File: src/rtl/muldiv_ctrl.sv
// Iterative RV32M multiply/divide unit: 32-step shift-add / restoring divide.
// Define MULDIV_FAST_MUL_EN for a single-cycle combinational multiplier.
module muldiv_ctrl #(
  parameter int TAG_W = 5
) (
  input  logic             clk,
  input  logic             rst,
  input  logic             req_valid,
  output logic             req_ready,
  input  logic [2:0]       req_op,
  input  logic [31:0]      req_a,
  input  logic [31:0]      req_b,
  input  logic [TAG_W-1:0] req_tag,
  output logic             resp_valid,
  input  logic             resp_ready,
  output logic [31:0]      resp_data,
  output logic [TAG_W-1:0] resp_tag,
  output logic             busy,
  input  logic             flush
);

  localparam logic [1:0] S_IDLE = 2'd0;
  localparam logic [1:0] S_CALC = 2'd1;
  localparam logic [1:0] S_DONE = 2'd2;

  logic [1:0]       state_q, state_d;
  logic [4:0]       cnt_q, cnt_d;
  logic [2:0]       op_q, op_d;
  logic [TAG_W-1:0] tag_q, tag_d;
  logic             neg_q, neg_d;
  logic [31:0]      m_q, m_d;
  logic [31:0]      hi_q, hi_d;
  logic [31:0]      lo_q, lo_d;
  logic [31:0]      res_q, res_d;

  logic        sgn_a, sgn_b, sa, sb, neg_in;
  logic [31:0] mag_a, mag_b;
  logic        b_zero, ovf;
  logic [31:0] spec_res;

  assign req_ready  = (state_q == S_IDLE) && !flush && !rst;
  assign busy       = (state_q != S_IDLE);
  assign resp_valid = (state_q == S_DONE);
  assign resp_data  = res_q;
  assign resp_tag   = tag_q;

  always_comb begin
    sgn_a  = req_op[2] ? !req_op[0] : (req_op != 3'b011);
    sgn_b  = req_op[2] ? !req_op[0] : !req_op[1];
    sa     = sgn_a && req_a[31];
    sb     = sgn_b && req_b[31];
    mag_a  = sa ? (~req_a + 32'd1) : req_a;
    mag_b  = sb ? (~req_b + 32'd1) : req_b;
    // remainder follows the dividend, everything else the xor of signs
    neg_in = (req_op[2] && req_op[1]) ? sa : (sa ^ sb);
    b_zero = req_op[2] && (req_b == 32'd0);
    ovf    = req_op[2] && !req_op[0] &&
             (req_a == 32'h8000_0000) && (req_b == 32'hFFFF_FFFF);
    if (b_zero)
      spec_res = req_op[1] ? req_a : 32'hFFFF_FFFF;
    else
      spec_res = req_op[1] ? 32'd0 : 32'h8000_0000;
  end

`ifdef MULDIV_FAST_MUL_EN
  logic [63:0] fp_mag, fp;
  logic [31:0] fast_res;
  always_comb begin
    fp_mag   = {32'd0, mag_a} * {32'd0, mag_b};
    fp       = neg_in ? (~fp_mag + 64'd1) : fp_mag;
    fast_res = (req_op[1:0] == 2'b00) ? fp[31:0] : fp[63:32];
  end
`endif

  logic [32:0] mul_sum;
  logic [32:0] div_sh, div_diff;
  logic        div_ok;
  logic [31:0] hi_n, lo_n;
  logic [63:0] prod, prod_s;
  logic [31:0] div_raw, fin_res;

  always_comb begin
    mul_sum  = {1'b0, hi_q} + (lo_q[0] ? {1'b0, m_q} : 33'd0);
    div_sh   = {hi_q, lo_q[31]};
    div_diff = div_sh - {1'b0, m_q};
    div_ok   = !div_diff[32];
    if (op_q[2]) begin
      hi_n = div_ok ? div_diff[31:0] : div_sh[31:0];
      lo_n = {lo_q[30:0], div_ok};
    end else begin
      hi_n = mul_sum[32:1];
      lo_n = {mul_sum[0], lo_q[31:1]};
    end
    prod    = {hi_n, lo_n};
    prod_s  = neg_q ? (~prod + 64'd1) : prod;
    div_raw = op_q[1] ? hi_n : lo_n;
    if (op_q[2])
      fin_res = neg_q ? (~div_raw + 32'd1) : div_raw;
    else
      fin_res = (op_q[1:0] == 2'b00) ? prod_s[31:0] : prod_s[63:32];
  end

  always_comb begin
    state_d = state_q;
    cnt_d   = cnt_q;
    op_d    = op_q;
    tag_d   = tag_q;
    neg_d   = neg_q;
    m_d     = m_q;
    hi_d    = hi_q;
    lo_d    = lo_q;
    res_d   = res_q;
    if (flush) begin
      state_d = S_IDLE;
      cnt_d   = 5'd0;
    end else begin
      unique case (state_q)
        S_IDLE: begin
          if (req_valid && req_ready) begin
            op_d  = req_op;
            tag_d = req_tag;
            neg_d = neg_in;
            cnt_d = 5'd0;
            hi_d  = 32'd0;
            m_d   = req_op[2] ? mag_b : mag_a;
            lo_d  = req_op[2] ? mag_a : mag_b;
            if (b_zero || ovf) begin
              res_d   = spec_res;
              state_d = S_DONE;
`ifdef MULDIV_FAST_MUL_EN
            end else if (!req_op[2]) begin
              res_d   = fast_res;
              state_d = S_DONE;
`endif
            end else begin
              state_d = S_CALC;
            end
          end
        end
        S_CALC: begin
          hi_d  = hi_n;
          lo_d  = lo_n;
          cnt_d = cnt_q + 5'd1;
          if (cnt_q == 5'd31) begin
            res_d   = fin_res;
            state_d = S_DONE;
          end
        end
        S_DONE: begin
          if (resp_ready) state_d = S_IDLE;
        end
        default: state_d = S_IDLE;
      endcase
    end
  end

  always_ff @(posedge clk) begin
    if (rst) begin
      state_q <= S_IDLE;
      cnt_q   <= 5'd0;
      op_q    <= 3'd0;
      tag_q   <= '0;
      neg_q   <= 1'b0;
      m_q     <= 32'd0;
      hi_q    <= 32'd0;
      lo_q    <= 32'd0;
      res_q   <= 32'd0;
    end else begin
      state_q <= state_d;
      cnt_q   <= cnt_d;
      op_q    <= op_d;
      tag_q   <= tag_d;
      neg_q   <= neg_d;
      m_q     <= m_d;
      hi_q    <= hi_d;
      lo_q    <= lo_d;
      res_q   <= res_d;
    end
  end

endmodule

File: config.mk
export PLATFORM = sky130hd
export DESIGN_NAME = muldiv_ctrl
export DESIGN_NICKNAME = d
export VERILOG_FILES = /design/src/rtl/muldiv_ctrl.sv
export SDC_FILE = /design/constraint.sdc
export NUM_CORES = 1
export LEC_CHECK = 0
export CORE_AREA = 5 5 228 230
export DETAILED_ROUTE_END_ITERATION = 10
export DIE_AREA = 0 0 233 235
export PLACE_DENSITY = 0.48
export SYNTH_ARGS = -nofsm -noshare
export SYNTH_HDL_FRONTEND = slang
export SYNTH_SLANG_ARGS = --single-unit
File: constraint.sdc
create_clock -name clk -period 7.45 [get_ports clk]
set_clock_uncertainty 0.05 [all_clocks]
set_input_delay 0.745 -clock clk [delete_from_list [all_inputs] [get_ports clk]]
set_output_delay 0.745 -clock clk [all_outputs]
set_load 0.01 [all_outputs]
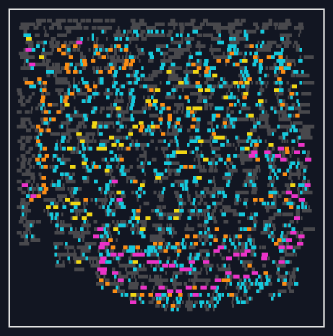
Fig. 1. Gate-type map (run 1).
legend:
  magenta:
    family: fa/ha/maj cells
    cells: 73
    most_used: ha_1
  cyan:
    family: aoi and oai cells
    cells: 718
    most_used: a21oi_1
    where: all over the die
  orange:
    family: xor and xnor cells
    cells: 157
    most_used: xnor2_1
    where: all over the die
  yellow:
    family: mux cells
    cells: 71
    most_used: mux2i_1
number of cells in the finished layout apart from fillers: 3,205
most instantiated logic cell after routing: sky130_fd_sc_hd__nor2_1
multi-input gate share of total cell area: 68.25%

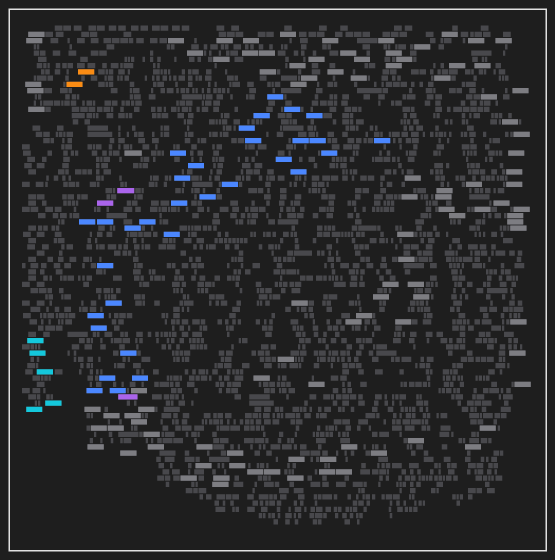
Fig. 2. Where the registers sit (run 1).
Other sequential cells in the stronger grey, the rest of the logic in the fainter grey.
legend:
  purple:
    netlist_name: op_q
    sequential_cells: 3
  blue:
    netlist_name: lo_q
    sequential_cells: 32
  cyan:
    netlist_name: resp_tag
    sequential_cells: 5
  orange:
    netlist_name: state_q
    sequential_cells: 2

==> results.md, run 1 <==
| Parameter | Reported |
|---|---|
| Final hold violation count | 0 |
| DRT antenna net count | 0 |
| Root buffer cell | sky130_fd_sc_hd__clkbuf_16 |
| Residual DRC | 0 |
| Buffers & Inverters on Critical Path | 2 |
| Setup TNS | 0 ps |
| Vias/cell | 6.285 |
| Worst setup slack after layout | 833.2 ps |
| Placer congestion estimate | 1.002 |
| Post-synthesis cell type with the largest combined area | sky130_fd_sc_hd__dfxtp_1 |
| Core Box Area | 49,660 um^2 |
| Type of the setup path with the least slack | reg -> reg |
| Area growth from synthesis to layout | 13.60% |
| Top-area cell share | 16.81% |
| Top cells by area | sky130_fd_sc_hd__dfxtp_1 (17%), sky130_fd_sc_hd__nor2_1 (6.9%), sky130_fd_sc_hd__a21oi_1 (6.4%) |
| Critical Path Start Type | flop |
| Rows | 82 |
| Kind of path behind the tightest hold check | reg -> reg |
| Type of element capturing the critical path | flop |
| Global-route wire length before repair | 126,300 um |
| Tightest Pin Transition | 1283 ps |
| Syn_nets | 2,662 |
| Post-Route M1 WL | 36,970 um |
| Clock tree from TritonCTS | done |
| Clock edge transition at the registers on the reported setup and hold paths | 70 ps |
| Result of the run | finished, final reports clean |
| Cell area after technology mapping | 17,150 um^2 |
| Minimum hold slack | 406.9 ps |
| Routed WL per cell | 26.90 um |
| Number of top-level pins | 117 |
| Total congestion overflow | 0 |
| Post-Syn Area per Cell | 6.828 um^2 |
| Post-place setup slack | 1003 ps |
| Met3 WL post-DR | 6377 um |
| RSZ-0062 raised after global routing | false |
| Total routing usage reported by global routing | 30.51% |
| Unique masters post-synth | 93 |
| Routed met2 length | 38,560 um |
| Family with the most delay on the worst path | simple AND/OR/NAND/NOR gates |
| Post-synth ARST share | 0% |
| Post-CTS setup repair buffer count | 0 |
| Share of final-layout standard cells stronger than drive strength 1 | 6.751% |
| Sinks on Clock Net | 144 |
| Count of library flops with an enable pin | 0 |
| HPWL after DPL | 67,080 um |
| Cell with the biggest individual delay on the critical path | sky130_fd_sc_hd__o31ai_1 |
| Htree depth | 4 |
| Number of DRC violations after detailed-routing iteration 0 | 2,281 |
| Data required time at the worst endpoint | 7740 ps |
| Maximum number of pins on one net before global-route repair | 71 |
| Number of vias after detailed routing | 20,140 |
| Die outline height | 235 um |
| Count leader, synth | sky130_fd_sc_hd__nor2_1 |
| Die footprint | 54,760 um^2 |
| Pwr Density | 147.7 nW/um^2 |
| Flops & latches, synth | 144 |
| Max-Slew Margin vs Limit | 13.82% |
| Tally of yosys warning messages | 0 |
| Max IR drop VDD | 0.0001801 V |
| Top Metal Used | met5 |
| Post-synth area from yosys stat | 17,150 um^2 |
| Number of nets in the finished design | 2,670 |
| Sum of routed wire length over all layers | 86,230 um |
| Most common reg cell | sky130_fd_sc_hd__dfxtp_1 |
| Number of detailed-route iterations in the first pass | 8 |
| Count of instances resized after the clock tree is built | 0 |
| # Cells Yosys | 2,512 |
| Cell leakage power | 7.281 nW |
| Crit share post-route | 88.82% |
| Arrival time of data at the critical path endpoint | 6910 ps |
| Maximum single-stage delay on the critical path | 430 ps |
| Max-slew violation total from the final report | 0 |
| Achievable Freq | 151.1 MHz |
| Antenna violations before repair | 3 |
| Register area share after synthesis | 16.81% |
| Fp util | 34.54% |
| Cts hold-fix bufs | 0 |
| Cell chain of the critical path | inv_1, ha_1, inv_1, fa_1, a211oi_2, o211ai_1, and3_2, o21ai_2, a21o_1, nand2_1, a21oi_1, ha_1, o21ai_1, or2_2, or2_2, nor3_1, and3_1, o211ai_1, and4bb_2, nand4_1, o31ai_1, xor2_1, a221oi_1, a211oi_1 |
| Maximum root-to-sink buffer count | 2 |
| Via count of the first global-routing pass | 18,940 |
| Clock period minus worst slack | 6617 ps |
| Maximum fanout encountered on the critical timing path | 6 |
| Number of cells after detailed placement | 3,173 |
| Most instantiated cells after synthesis | sky130_fd_sc_hd__nor2_1 (316), sky130_fd_sc_hd__nand2_1 (272), sky130_fd_sc_hd__a21oi_1 (218) |
| Diodes inserted | 0 |
| Number of port buffers | 116 |
| Syn Inst Count | 2,512 |
| DIE WIDTH | 233 um |
| Total power of the final layout | 2.877 mW |
| OpenROAD warning count | 27 |
| Max-Cap Viols | 0 |
| Number of failing setup endpoints in the final timing report | 0 |
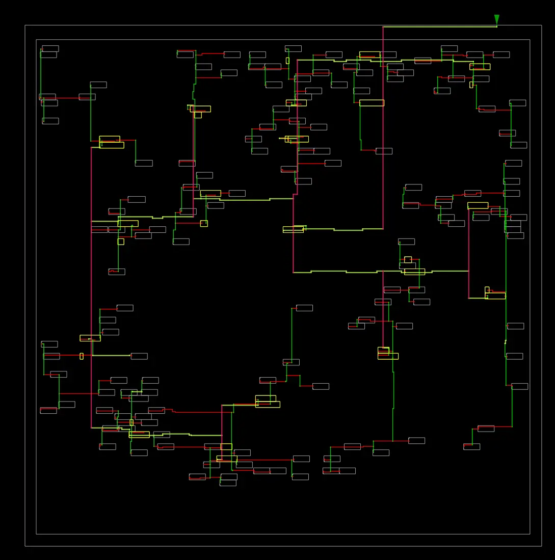
Fig. 3. Clock wiring as the flow saved it (run 1).
later-pin clock latency in the skew report: 510 ps
clock buffers created by TritonCTS: 17
# clk buffers: 24

## run 1: path summary, 6_finish.rpt
path | startpoint | to | cells after the start | slack [ps]
max reg2reg | lo_q[31] | resp_data[22] | 24 | 830
min reg2reg | resp_tag[0] | resp_tag[0] | 2 | 410
min | resp_tag[0] | resp_tag[0] | 2 | 410
max | lo_q[31] | resp_data[22] | 24 | 830
## run 1: state kept, by name, summed over array words and instances (netlist names)
name and count:
resp_tag 5, op_q 3, resp_data 32, neg_q 1
lo_q 32, hi_q 32, m_q 32, state_q 2
cnt_q 5
## run 1: logic make-up (layout without fill, tap and decap cells)
group                      after synthesis  count (layout)  synth area share (%)
and+or+nand+nor                        976             976                 26.81
AOI/OAI and AO/OA                      834             834                 32.58
buffers and inverters                  257             278                 5.901
xor gates and xnor gates               157             157                 8.017
DFF                                    144             144                 16.81
adders and majority gates               73              73                 5.413
muxes                                   71              71                 4.471
## run 1: per-stage QoR
step / area, um^2 / utilization (%)
floorplan: 17150 / -
global placement: 18890 / 38.03
detailed placement: 18890 / 38.03
CTS: 19490 / 39.24
global route: 19490 / 39.24
finish: 19490 / 39.24
## run 1: where the power goes
part	switching, mW	total, mW	internal [mW]
logic	0.731	1.10	0.370
clock network	0.397	0.943	0.546
registers	0.0405	0.833	0.793
## run 1: final cells by class
type                            count  area [um^2]
Fill cell                        5393        30170
Multi-Input combinational cell   2111        13300
Sequential cell                   144         2889
Clock buffer                       24        471.7
Timing Repair Buffer              170         1572
Clock inverter                      8        128.9
Inverter                           76        285.3
Tap cell                          672        840.8
## run 1: worst min-delay path, delay by kind of cell (launching register included)
family	cells	cell delay [ps]
AND-OR/OR-AND	1	50
flip-flops	1	310
AND/OR/NAND/NOR	1	50
## run 1: cell usage in the layout, fill, tap and decap left out, drive strengths merged, types with 32 or more instances in the layout
| cell type | count |
|---|---|
| a211oi | 53 |
| a21o | 32 |
| a21oi | 221 |
| a22oi | 32 |
| a31oi | 40 |
| and2 | 50 |
| buf | 56 |
| clkdlybuf4s50 | 114 |
| dfxtp | 144 |
| ha | 71 |
| inv | 76 |
| mux2i | 44 |
| nand2 | 273 |
| nand3 | 48 |
| nand4 | 40 |
| nor2 | 316 |
| nor3 | 82 |
| o211ai | 68 |
| o21ai | 154 |
| o31ai | 35 |
| or3 | 34 |
| xnor2 | 86 |
| xor2 | 71 |
## run 1: per-layer routing
layer	up-vias	GRT usage, %
li1	9300	-
met1	9717	41.41
met3	171	4.938
met5	-	0
met2	950	47.37
met4	6	14.05
## Run 2: what changed since run 1
==> config.mk (replaced) <==
export PLATFORM = sky130hd
export DESIGN_NAME = muldiv_ctrl
export DESIGN_NICKNAME = d
export VERILOG_FILES = /design/src/rtl/muldiv_ctrl.sv
export SDC_FILE = /design/constraint.sdc
export NUM_CORES = 1
export LEC_CHECK = 0
export CORE_AREA = 5 5 176 178
export DETAILED_ROUTE_END_ITERATION = 10
export DIE_AREA = 0 0 181 183
export PLACE_DENSITY = 0.76
export SYNTH_ARGS = -nofsm -noshare
export SYNTH_HDL_FRONTEND = slang
export SYNTH_SLANG_ARGS = --single-unit
==> results.md, run 2 <==
| Parameter | Reported | Change |
|---|---|---|
| Result of the run | finished, final reports clean | unchanged |
| Total routing usage reported by global routing | 44.21% | was 30.51% |
| Crit share post-route | 92.07% | was 88.82% |
| Via count of the first global-routing pass | 19,240 | was 18,940 |
| Kind of path behind the tightest hold check | reg -> reg | unchanged |
| Post-CTS setup repair buffer count | 0 | unchanged |
| Cell leakage power | 7.265 nW | was 7.281 nW |
| Core Box Area | 29,240 um^2 | was 49,660 um^2 |
| Type of element capturing the critical path | flop | unchanged |
| Clock edge transition at the registers on the reported setup and hold paths | 70 ps | about the same |
| Max-Cap Viols | 0 | unchanged |
| Count of library flops with an enable pin | 0 | unchanged |
| Fp util | 58.65% | was 34.54% |
| Combinational cell area excluding buffers and inverters | 13,280 um^2 | was 13,300 um^2 |
| Diodes inserted | 0 | unchanged |
| Most frequent logic cells in the routed design | sky130_fd_sc_hd__nor2_1 (315), sky130_fd_sc_hd__nand2_1 (272), sky130_fd_sc_hd__a21oi_1 (218), sky130_fd_sc_hd__o21ai_0 (146), sky130_fd_sc_hd__dfxtp_1 (141) | was sky130_fd_sc_hd__nor2_1 (313), sky130_fd_sc_hd__nand2_1 (271), sky130_fd_sc_hd__a21oi_1 (218), sky130_fd_sc_hd__o21ai_0 (146), sky130_fd_sc_hd__dfxtp_1 (141) |
| Number of failing setup endpoints in the final timing report | 0 | unchanged |
| Cell area after technology mapping | 17,150 um^2 | unchanged |
| Syn_nets | 2,662 | unchanged |
| Final hold violation count | 0 | unchanged |
| Placer congestion estimate | 1.066 | was 1.002 |
| Global-route wire length before repair | 115,400 um | was 126,300 um |
| Post-synthesis cell type with the largest combined area | sky130_fd_sc_hd__dfxtp_1 | unchanged |
| Cts hold-fix bufs | 0 | unchanged |
| Number of vias after detailed routing | 21,080 | was 20,140 |
| Tightest Pin Transition | 1148 ps | was 1283 ps |
| Maximum root-to-sink buffer count | 2 | unchanged |
| Most common reg cell | sky130_fd_sc_hd__dfxtp_1 | unchanged |
| Area growth from synthesis to layout | 11.40% | was 13.60% |
| Most instantiated logic cell after routing | sky130_fd_sc_hd__nor2_1 | unchanged |
| Post-synth ARST share | 0% | unchanged |
| Rows | 63 | was 82 |
| Number of port buffers | 116 | unchanged |
| Number of DRC violations after detailed-routing iteration 0 | 3,363 | was 2,281 |
| Clock period minus worst slack | 6860 ps | was 6617 ps |
| Achievable Freq | 145.8 MHz | was 151.1 MHz |
| Clock buffers created by TritonCTS | 17 | unchanged |
| Sum of routed wire length over all layers | 76,860 um | was 86,230 um |
| Unique masters post-synth | 93 | unchanged |
| Setup TNS | 0 ps | unchanged |
| Residual DRC | 0 | unchanged |
| Total congestion overflow | 0 | unchanged |
| HPWL after DPL | 57,850 um | was 67,080 um |
| Routed WL per cell | 26.34 um | was 26.90 um |
| Number of detailed-route iterations in the first pass | 8 | unchanged |
| Top-area cell share | 16.81% | unchanged |
| Htree depth | 4 | unchanged |
| Vias/cell | 7.224 | was 6.285 |
| Area taken by flip-flops and latches | 2889 um^2 | unchanged |
| Utilization after layout | 65.34% | was 39.24% |
| Number of nets in the finished design | 2,665 | was 2,670 |
| Register area share after synthesis | 16.81% | unchanged |
| Data required time at the worst endpoint | 7710 ps | was 7740 ps |
| Count of instances resized after the clock tree is built | 0 | unchanged |
| Flops & latches, synth | 144 | unchanged |
| # fillers | 2,641 | was 5,393 |
| Max IR drop VDD | 0.0001743 V | was 0.0001801 V |
| # Cells Yosys | 2,512 | unchanged |
| Antenna violations before repair | 3 | unchanged |
| Critical Path Start Type | flop | unchanged |
| Syn Inst Count | 2,512 | unchanged |
| Clock tree from TritonCTS | done | unchanged |
| Max-Slew Margin vs Limit | 23.39% | was 13.82% |
| Arrival time of data at the critical path endpoint | 7120 ps | was 6910 ps |
| Pwr Density | 151.9 nW/um^2 | was 147.7 nW/um^2 |
| Max-slew violation total from the final report | 0 | unchanged |
| Die outline height | 183 um | was 235 um |
| Post-Syn Area per Cell | 6.828 um^2 | unchanged |
| Die footprint | 33,120 um^2 | was 54,760 um^2 |
| Tally of yosys warning messages | 0 | unchanged |
| Maximum fanout encountered on the critical timing path | 6 | unchanged |
| DRT antenna net count | 0 | unchanged |
| Number of top-level pins | 117 | unchanged |
| Top cells by area | sky130_fd_sc_hd__dfxtp_1 (17%), sky130_fd_sc_hd__nor2_1 (6.9%), sky130_fd_sc_hd__a21oi_1 (6.4%) | unchanged |
| Root buffer cell | sky130_fd_sc_hd__clkbuf_16 | unchanged |
| Post-synth area from yosys stat | 17,150 um^2 | unchanged |
| Type of the setup path with the least slack | reg -> reg | unchanged |
| OpenROAD warning count | 27 | unchanged |
| Most instantiated cells after synthesis | sky130_fd_sc_hd__nor2_1 (316), sky130_fd_sc_hd__nand2_1 (272), sky130_fd_sc_hd__a21oi_1 (218) | unchanged |
| RSZ-0062 raised after global routing | false | unchanged |
| Share of final-layout standard cells stronger than drive strength 1 | 6.646% | was 6.751% |
| Post-place setup slack | 901.1 ps | was 1003 ps |
| DIE WIDTH | 181 um | was 233 um |
| Worst setup slack after layout | 590.5 ps | was 833.2 ps |
| Count leader, synth | sky130_fd_sc_hd__nor2_1 | unchanged |
| Maximum number of pins on one net before global-route repair | 71 | unchanged |
## run 2: kinds of logic (layout without fill, tap and decap cells)
family,after synthesis,in the layout,synth area share [%]
simple gates,976,976,26.81
compound gates,834,834,32.58
buf+inv,257,273,5.901
xor+xnor,157,157,8.017
flops,144,144,16.81
fa+ha+maj,73,73,5.413
mux,71,71,4.471
## run 2: final cells by class
| cell class | count | area share [%] |
|---|---|---|
| Timing Repair Buffer | 165 | 7.962 |
| Inverter | 76 | 1.493 |
| Sequential cell | 144 | 15.12 |
| Multi-Input combinational cell | 2111 | 69.51 |
| Clock inverter | 14 | 1.067 |
| Tap cell | 390 | 2.554 |
| Clock buffer | 18 | 2.298 |
## run 2: worst max-delay path: stages, from the launching register on
cell and delay, ps:
sky130_fd_sc_hd__dfxtp_1 360, sky130_fd_sc_hd__inv_1 260, sky130_fd_sc_hd__ha_1 220, sky130_fd_sc_hd__inv_1 50, sky130_fd_sc_hd__fa_1 410, sky130_fd_sc_hd__a211oi_2 290, sky130_fd_sc_hd__o211ai_1 250, sky130_fd_sc_hd__and3_2 280
sky130_fd_sc_hd__o21ai_2 240, sky130_fd_sc_hd__a21o_1 190, sky130_fd_sc_hd__nand2_1 70, sky130_fd_sc_hd__buf_4 170, sky130_fd_sc_hd__a21oi_1 180, sky130_fd_sc_hd__ha_1 230, sky130_fd_sc_hd__o21ai_1 110, sky130_fd_sc_hd__or2_2 370
sky130_fd_sc_hd__or2_2 320, sky130_fd_sc_hd__nor3_1 370, sky130_fd_sc_hd__and3_1 270, sky130_fd_sc_hd__o211ai_1 200, sky130_fd_sc_hd__and4bb_2 440, sky130_fd_sc_hd__nand4_1 440, sky130_fd_sc_hd__o31ai_1 440, sky130_fd_sc_hd__xor2_1 110
sky130_fd_sc_hd__a221oi_1 260, sky130_fd_sc_hd__a211oi_1 110
## run 2: final timing paths
check / endpoint / cells after the start / from / slack, ps
setup reg to reg: resp_data[22] / 25 / lo_q[31] / 590
hold / removal: resp_tag[4] / 2 / resp_tag[4] / 410
setup / recovery: resp_data[22] / 25 / lo_q[31] / 590
hold reg to reg: resp_tag[4] / 2 / resp_tag[4] / 410
## run 2: per-layer routing
metal  routed length [um]  part of all wire [%]  GRT usage (%)
met5                   41                 0.053              0
met2                32650                    42          68.18
met1                27940                    36          55.00
met3                10090                    13          11.90
met4                 6137                   8.0          27.80
## run 2: where the power goes
group,internal (mW),leakage (nW),switching (mW)
sequential,0.792,1.17,0.0406
clock,0.575,0.304,0.417
combinational,0.364,5.79,0.713
## run 2: through the flow
| step | area [um^2] | total power, mW | instances | hold slack, ps |
|---|---|---|---|---|
| global placement | 18470 | 1.852 | 2886 | 393.5 |
| finish | 19110 | 2.902 | 2918 | 405.1 |
| detailed placement | 18470 | 1.865 | 2886 | 400.0 |
| global route | 19110 | 2.981 | 2918 | 437.6 |
| floorplan | 17150 | 1.512 | 2512 | 390.3 |
| CTS | 19110 | 2.844 | 2918 | 409.2 |
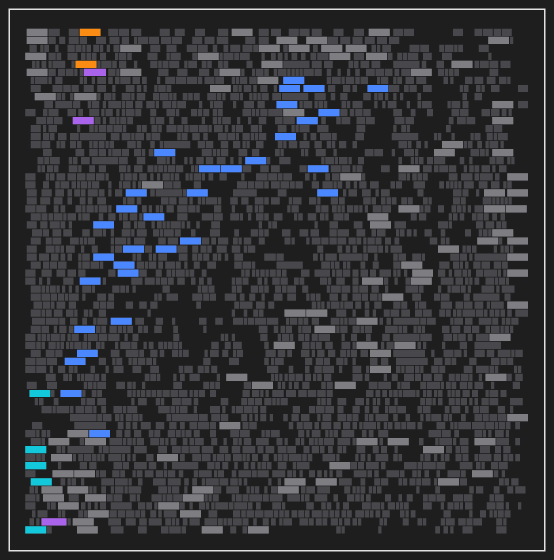
Fig. 4. Where the registers sit (run 2).
Other sequential cells in the stronger grey, the rest of the logic in the fainter grey.
legend:
  orange:
    netlist_name: state_q
    sequential_cells: 2
  purple:
    netlist_name: op_q
    sequential_cells: 3
  cyan:
    netlist_name: resp_tag
    sequential_cells: 5
    where: bottom left
  blue:
    netlist_name: lo_q
    sequential_cells: 32
not coloured: 102

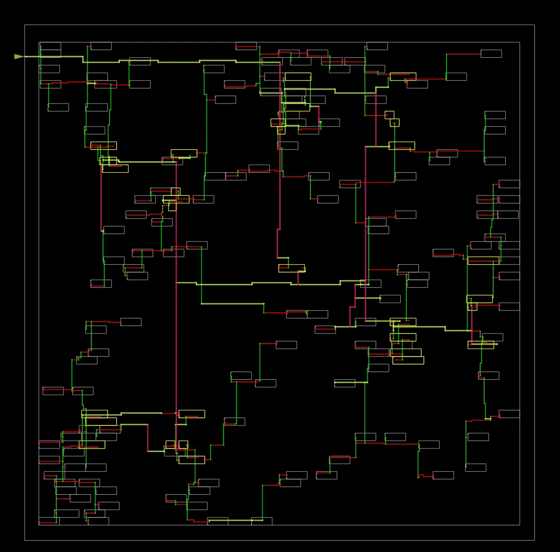
Fig. 5. Clock wiring as the flow saved it (run 2).
Sinks on Clock Net: 144
total clock network power: 992 uW
seq_cells: 144
later-pin clock latency in the skew report: 470 ps
# clk buffers: 18

Power and IR drop assume default switching activity.
